===== src/rtl/pipe_pkg.sv =====
// Shared widths, control-bundle bit positions and state encoding for the
// decode->execute pipeline register.
package pipe_pkg;

  localparam int XLEN     = 32;
  localparam int REG_AW   = 5;
  localparam int CTRL_W   = 16;
  localparam int LOAD_BIT = 0;

  // Bit positions inside the opaque decoder control bundle
  localparam int CTRL_LOAD_BIT   = LOAD_BIT;
  localparam int CTRL_STORE_BIT  = 1;
  localparam int CTRL_BRANCH_BIT = 2;
  localparam int CTRL_JUMP_BIT   = 3;
  localparam int CTRL_REGW_BIT   = 4;

  typedef enum logic [0:0] {
    ST_EMPTY = 1'b0,
    ST_FULL  = 1'b1
  } pipe_state_e;

  function automatic logic is_load(input logic [CTRL_W-1:0] ctrl);
    return ctrl[CTRL_LOAD_BIT];
  endfunction

endpackage


===== src/rtl/operand_bypass.sv =====
// Selects write-back data over register-file data when the write-back
// targets the same nonzero register; x0 always passes through untouched.
module operand_bypass
  import pipe_pkg::*;
(
  input  logic [REG_AW-1:0] addr,
  input  logic [XLEN-1:0]   rfdata,
  input  logic              wb_we,
  input  logic [REG_AW-1:0] wb_rd,
  input  logic [XLEN-1:0]   wb_wd,
  output logic [XLEN-1:0]   data
);

  // Operand select between register file and write-back port
  always_comb begin
    data = rfdata;
    if (wb_we && (wb_rd != {REG_AW{1'b0}}) && (wb_rd == addr)) begin
      data = wb_wd;
    end else begin
      data = rfdata;
    end
  end

endmodule


===== src/rtl/decode_execute_pipe.sv =====
// Single-entry decode->execute pipeline register with write-back bypass,
// load-use hazard detection, valid/ready flow control and flush.
module decode_execute_pipe
  import pipe_pkg::*;
(
  input  logic              clk,
  input  logic              rst,
  input  logic              in_valid,
  output logic              in_ready,
  input  logic [REG_AW-1:0] in_rs1,
  input  logic [REG_AW-1:0] in_rs2,
  input  logic [REG_AW-1:0] in_rd,
  input  logic [XLEN-1:0]   in_rd1,
  input  logic [XLEN-1:0]   in_rd2,
  input  logic [XLEN-1:0]   in_imm,
  input  logic [XLEN-1:0]   in_pc,
  input  logic [CTRL_W-1:0] in_ctrl,
  input  logic              wb_we,
  input  logic [REG_AW-1:0] wb_rd,
  input  logic [XLEN-1:0]   wb_wd,
  input  logic              flush,
  output logic              out_valid,
  input  logic              out_ready,
  output logic [XLEN-1:0]   out_op1,
  output logic [XLEN-1:0]   out_op2,
  output logic [XLEN-1:0]   out_imm,
  output logic [XLEN-1:0]   out_pc,
  output logic [REG_AW-1:0] out_rd,
  output logic [CTRL_W-1:0] out_ctrl,
  output logic              hazard,
  output logic [31:0]       stall_cnt
);

  pipe_state_e       state;
  pipe_state_e       state_next;
  logic [REG_AW-1:0] held_rs1;
  logic [REG_AW-1:0] held_rs2;
  logic              accept;
  logic              drain;
  logic [XLEN-1:0]   cap_op1;
  logic [XLEN-1:0]   cap_op2;
  logic [XLEN-1:0]   ref_op1;
  logic [XLEN-1:0]   ref_op2;

  operand_bypass u_cap_op1 (
    .addr(in_rs1), .rfdata(in_rd1), .wb_we(wb_we), .wb_rd(wb_rd), .wb_wd(wb_wd), .data(cap_op1)
  );
  operand_bypass u_cap_op2 (
    .addr(in_rs2), .rfdata(in_rd2), .wb_we(wb_we), .wb_rd(wb_rd), .wb_wd(wb_wd), .data(cap_op2)
  );
  // Refresh path keeps a stalled entry's operands in step with the register file
  operand_bypass u_ref_op1 (
    .addr(held_rs1), .rfdata(out_op1), .wb_we(wb_we), .wb_rd(wb_rd), .wb_wd(wb_wd), .data(ref_op1)
  );
  operand_bypass u_ref_op2 (
    .addr(held_rs2), .rfdata(out_op2), .wb_we(wb_we), .wb_rd(wb_rd), .wb_wd(wb_wd), .data(ref_op2)
  );

  assign out_valid = (state == ST_FULL);
  assign hazard    = out_valid && is_load(out_ctrl) && (out_rd != {REG_AW{1'b0}}) &&
                     ((out_rd == in_rs1) || (out_rd == in_rs2)) && in_valid;
  assign in_ready  = !hazard && (!out_valid || out_ready);
  assign accept    = in_valid && in_ready;
  assign drain     = out_valid && out_ready;

  // Next-state selection, flush dominating accept dominating drain
  always_comb begin
    state_next = state;
    case (state)
      ST_EMPTY: begin
        if (!flush && accept) state_next = ST_FULL;
        else                  state_next = ST_EMPTY;
      end
      ST_FULL: begin
        if (flush)       state_next = ST_EMPTY;
        else if (accept) state_next = ST_FULL;
        else if (drain)  state_next = ST_EMPTY;
        else             state_next = ST_FULL;
      end
      default: state_next = ST_EMPTY;
    endcase
  end

  // State register
  always_ff @(posedge clk) begin
    if (rst) state <= ST_EMPTY;
    else     state <= state_next;
  end

  // Entry payload: capture on accept, otherwise refresh operands while held
  always_ff @(posedge clk) begin
    if (rst) begin
      out_op1  <= {XLEN{1'b0}};
      out_op2  <= {XLEN{1'b0}};
      out_imm  <= {XLEN{1'b0}};
      out_pc   <= {XLEN{1'b0}};
      out_rd   <= {REG_AW{1'b0}};
      out_ctrl <= {CTRL_W{1'b0}};
      held_rs1 <= {REG_AW{1'b0}};
      held_rs2 <= {REG_AW{1'b0}};
    end else if (accept && !flush) begin
      out_op1  <= cap_op1;
      out_op2  <= cap_op2;
      out_imm  <= in_imm;
      out_pc   <= in_pc;
      out_rd   <= in_rd;
      out_ctrl <= in_ctrl;
      held_rs1 <= in_rs1;
      held_rs2 <= in_rs2;
    end else if (out_valid && !drain) begin
      out_op1 <= ref_op1;
      out_op2 <= ref_op2;
    end
  end

  // Saturating load-use stall counter
  always_ff @(posedge clk) begin
    if (rst) begin
      stall_cnt <= 32'd0;
    end else if (hazard && (stall_cnt != 32'hFFFF_FFFF)) begin
      stall_cnt <= stall_cnt + 32'd1;
    end
  end

endmodule

===== config.mk =====
export PLATFORM = sky130hd
export DESIGN_NAME = decode_execute_pipe
export DESIGN_NICKNAME = d
export VERILOG_FILES = /design/src/rtl/pipe_pkg.sv /design/src/rtl/operand_bypass.sv /design/src/rtl/decode_execute_pipe.sv
export SDC_FILE = /design/constraint.sdc
export NUM_CORES = 1
export LEC_CHECK = 0
export ABC_AREA = 1
export ABC_CLOCK_PERIOD_IN_PS = 2800
export CORE_ASPECT_RATIO = 1.4
export CORE_MARGIN = 2
export CORE_UTILIZATION = 25
export CTS_BUF_LIST = sky130_fd_sc_hd__clkbuf_8 sky130_fd_sc_hd__clkbuf_16
export CTS_CLUSTER_DIAMETER = 80
export DETAILED_ROUTE_END_ITERATION = 7
export GPL_ROUTABILITY_DRIVEN = 0
export SYNTH_ARGS = -nofsm -noshare
export SYNTH_HDL_FRONTEND = slang
export SYNTH_SLANG_ARGS = --single-unit

===== constraint.sdc =====
create_clock -name clk -period 2.8 [get_ports clk]
set_input_delay 0.7 -clock clk [delete_from_list [all_inputs] [get_ports clk]]
set_output_delay 0.7 -clock clk [all_outputs]
set_load 0.1 [all_outputs]

pins.png
Drawn at 1.5 px/um. Pins as bars across the die edge, other pins in gray.
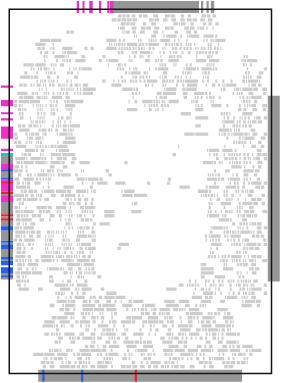
- `wb_rd`: red (pins 5; direction input; edge 4 left, 1 bottom)
- `out_valid`: cyan (pins 1; direction output; edge left)
- `stall_cnt`: magenta (pins 32; direction output; edge 24 left, 8 top)
- `in_ctrl`: blue (pins 16; direction input; edge 14 left, 2 bottom)
- all pins by edge: 147 bottom, 91 right, 74 left, 74 top
number of buffer cells added on primary ports: 385
Die Width: 173.9 um
Die Height: 241.9 um

metal_stack.png
Drawn at 1 px/um. Two of the layers only.
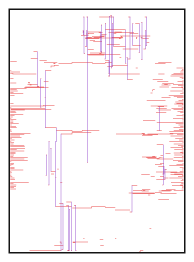
- met3: red (wire length 2620 um)
- met4: purple (wire length 1450 um)
global-route usage over all layers: 0.1871
number of vias in the routed layout: 11.68k
detailed-route wire length: 40690 um
routed wirelength normalized by instance count: 16.75 um

==> flow_metrics.py <==
# Metrics from the implementation run
metrics = {
    "status": {
        "run_status": "finished clean",
    },
    "sta": {
        "final.setup_skew_ns": 0.01143,
        "holdWs_ns": 0.4467,
        "max_clock_freq_ghz": 0.3637,
        "layout_worst_path_cycle_share": 0.9820,
    },
    "cells_and_area": {
        "drive_gt1_frac": 0.1637,
        "ff_count": 192,
        "n_multi_input_combinational_cell": 1022,
        "clkCellAreaFrac": 0.03838,
        "finish.instance_area_um2": 15000,
        "layout_cells_excl_fill": 2429,
        "final.signal_buffer_count": 452,
    },
    "floorplan": {
        "well_tap_count": 534,
        "core_area_um2": 40060,
        "die-area_um2": 42070,
        "io_pins": 386,
    },
    "global_route": {
        "grt.overflow.total": 0,
        "grt_first_pass_wirelength_um": 62670,
        "global_route.usage.met1": 0.2201,
    },
    "setup_path": {
        "setup.worst_path.end_class": "output pin",
        "setup.reg_to_reg.worst_slack_ns": 0.37,
        "rr_endpoint": "out_op1[6]$_SDFFE_PP0P_",
        "setup.worst_path.start": "in_rs2[3]",
        "arrival_ns": 2.05,
        "slowest_stage": "clkdlybuf4s50_1",
    },
    "synth": {
        "post_synth_main_logic_family": "simple AND/OR/NAND/NOR gates",
        "synth-edff-count": 0,
        "netlist.area_leader.share": 0.3804,
        "yosys-stat-area_um2": 10100,
        "area_fraction_in_full_adders_half_adders_and_majority_gates": 0.001238,
        "synth-simple-area-share": 0.3462,
        "top_cell": "nand2_1",
        "syn-instance-count": 1523,
    },
    "detailed_routing": {
        "post_drt_via_cell_ratio": 4.809,
        "wl_met1_um": 16270,
    },
    "cts": {
        "clkSlewWorstSetupHoldPaths_ns": 0.08,
        "cts-resized-gates": 8,
        "cts_buffers": 17,
    },
    "min_path": {
        "min-delay-path-class": "reg -> reg",
    },
    "flow_run": {
        "warning_count": 28,
    },
    "power": {
        "power.combinational.total_w": 0.00219,
        "fin_total_pwr_w": 0.007603,
        "power_per_cell_area_nw_per_um2": 507.0,
    },
    "place": {
        "placed_cells_incl_taps": 2394,
    },
}
[cells in the final DEF, fill, tap and decap left out, drive strengths merged, types with 2 or more instances in the layout]
| cell | synthesis | routed |
|---|---|---|
| a21oi | 127 | 127 |
| buf | 80 | 252 |
| dfxtp | 192 | 192 |
| inv | 195 | 202 |
| clkbuf | 33 | 17 |
| clkdlybuf4s50 | 0 | 192 |
| clkinv | 1 | 6 |
| nor2 | 66 | 66 |
| o21a | 4 | 4 |
| nor3 | 23 | 23 |
| clkinvlp | 0 | 3 |
| dlygate4sd2 | 0 | 8 |
| nand2 | 321 | 321 |
| nand4 | 79 | 79 |
| xor2 | 20 | 20 |
| and3 | 2 | 2 |
| xnor2 | 9 | 9 |
| nand3 | 272 | 272 |
| o21ai | 94 | 94 |
Power and IR drop assume default switching activity.
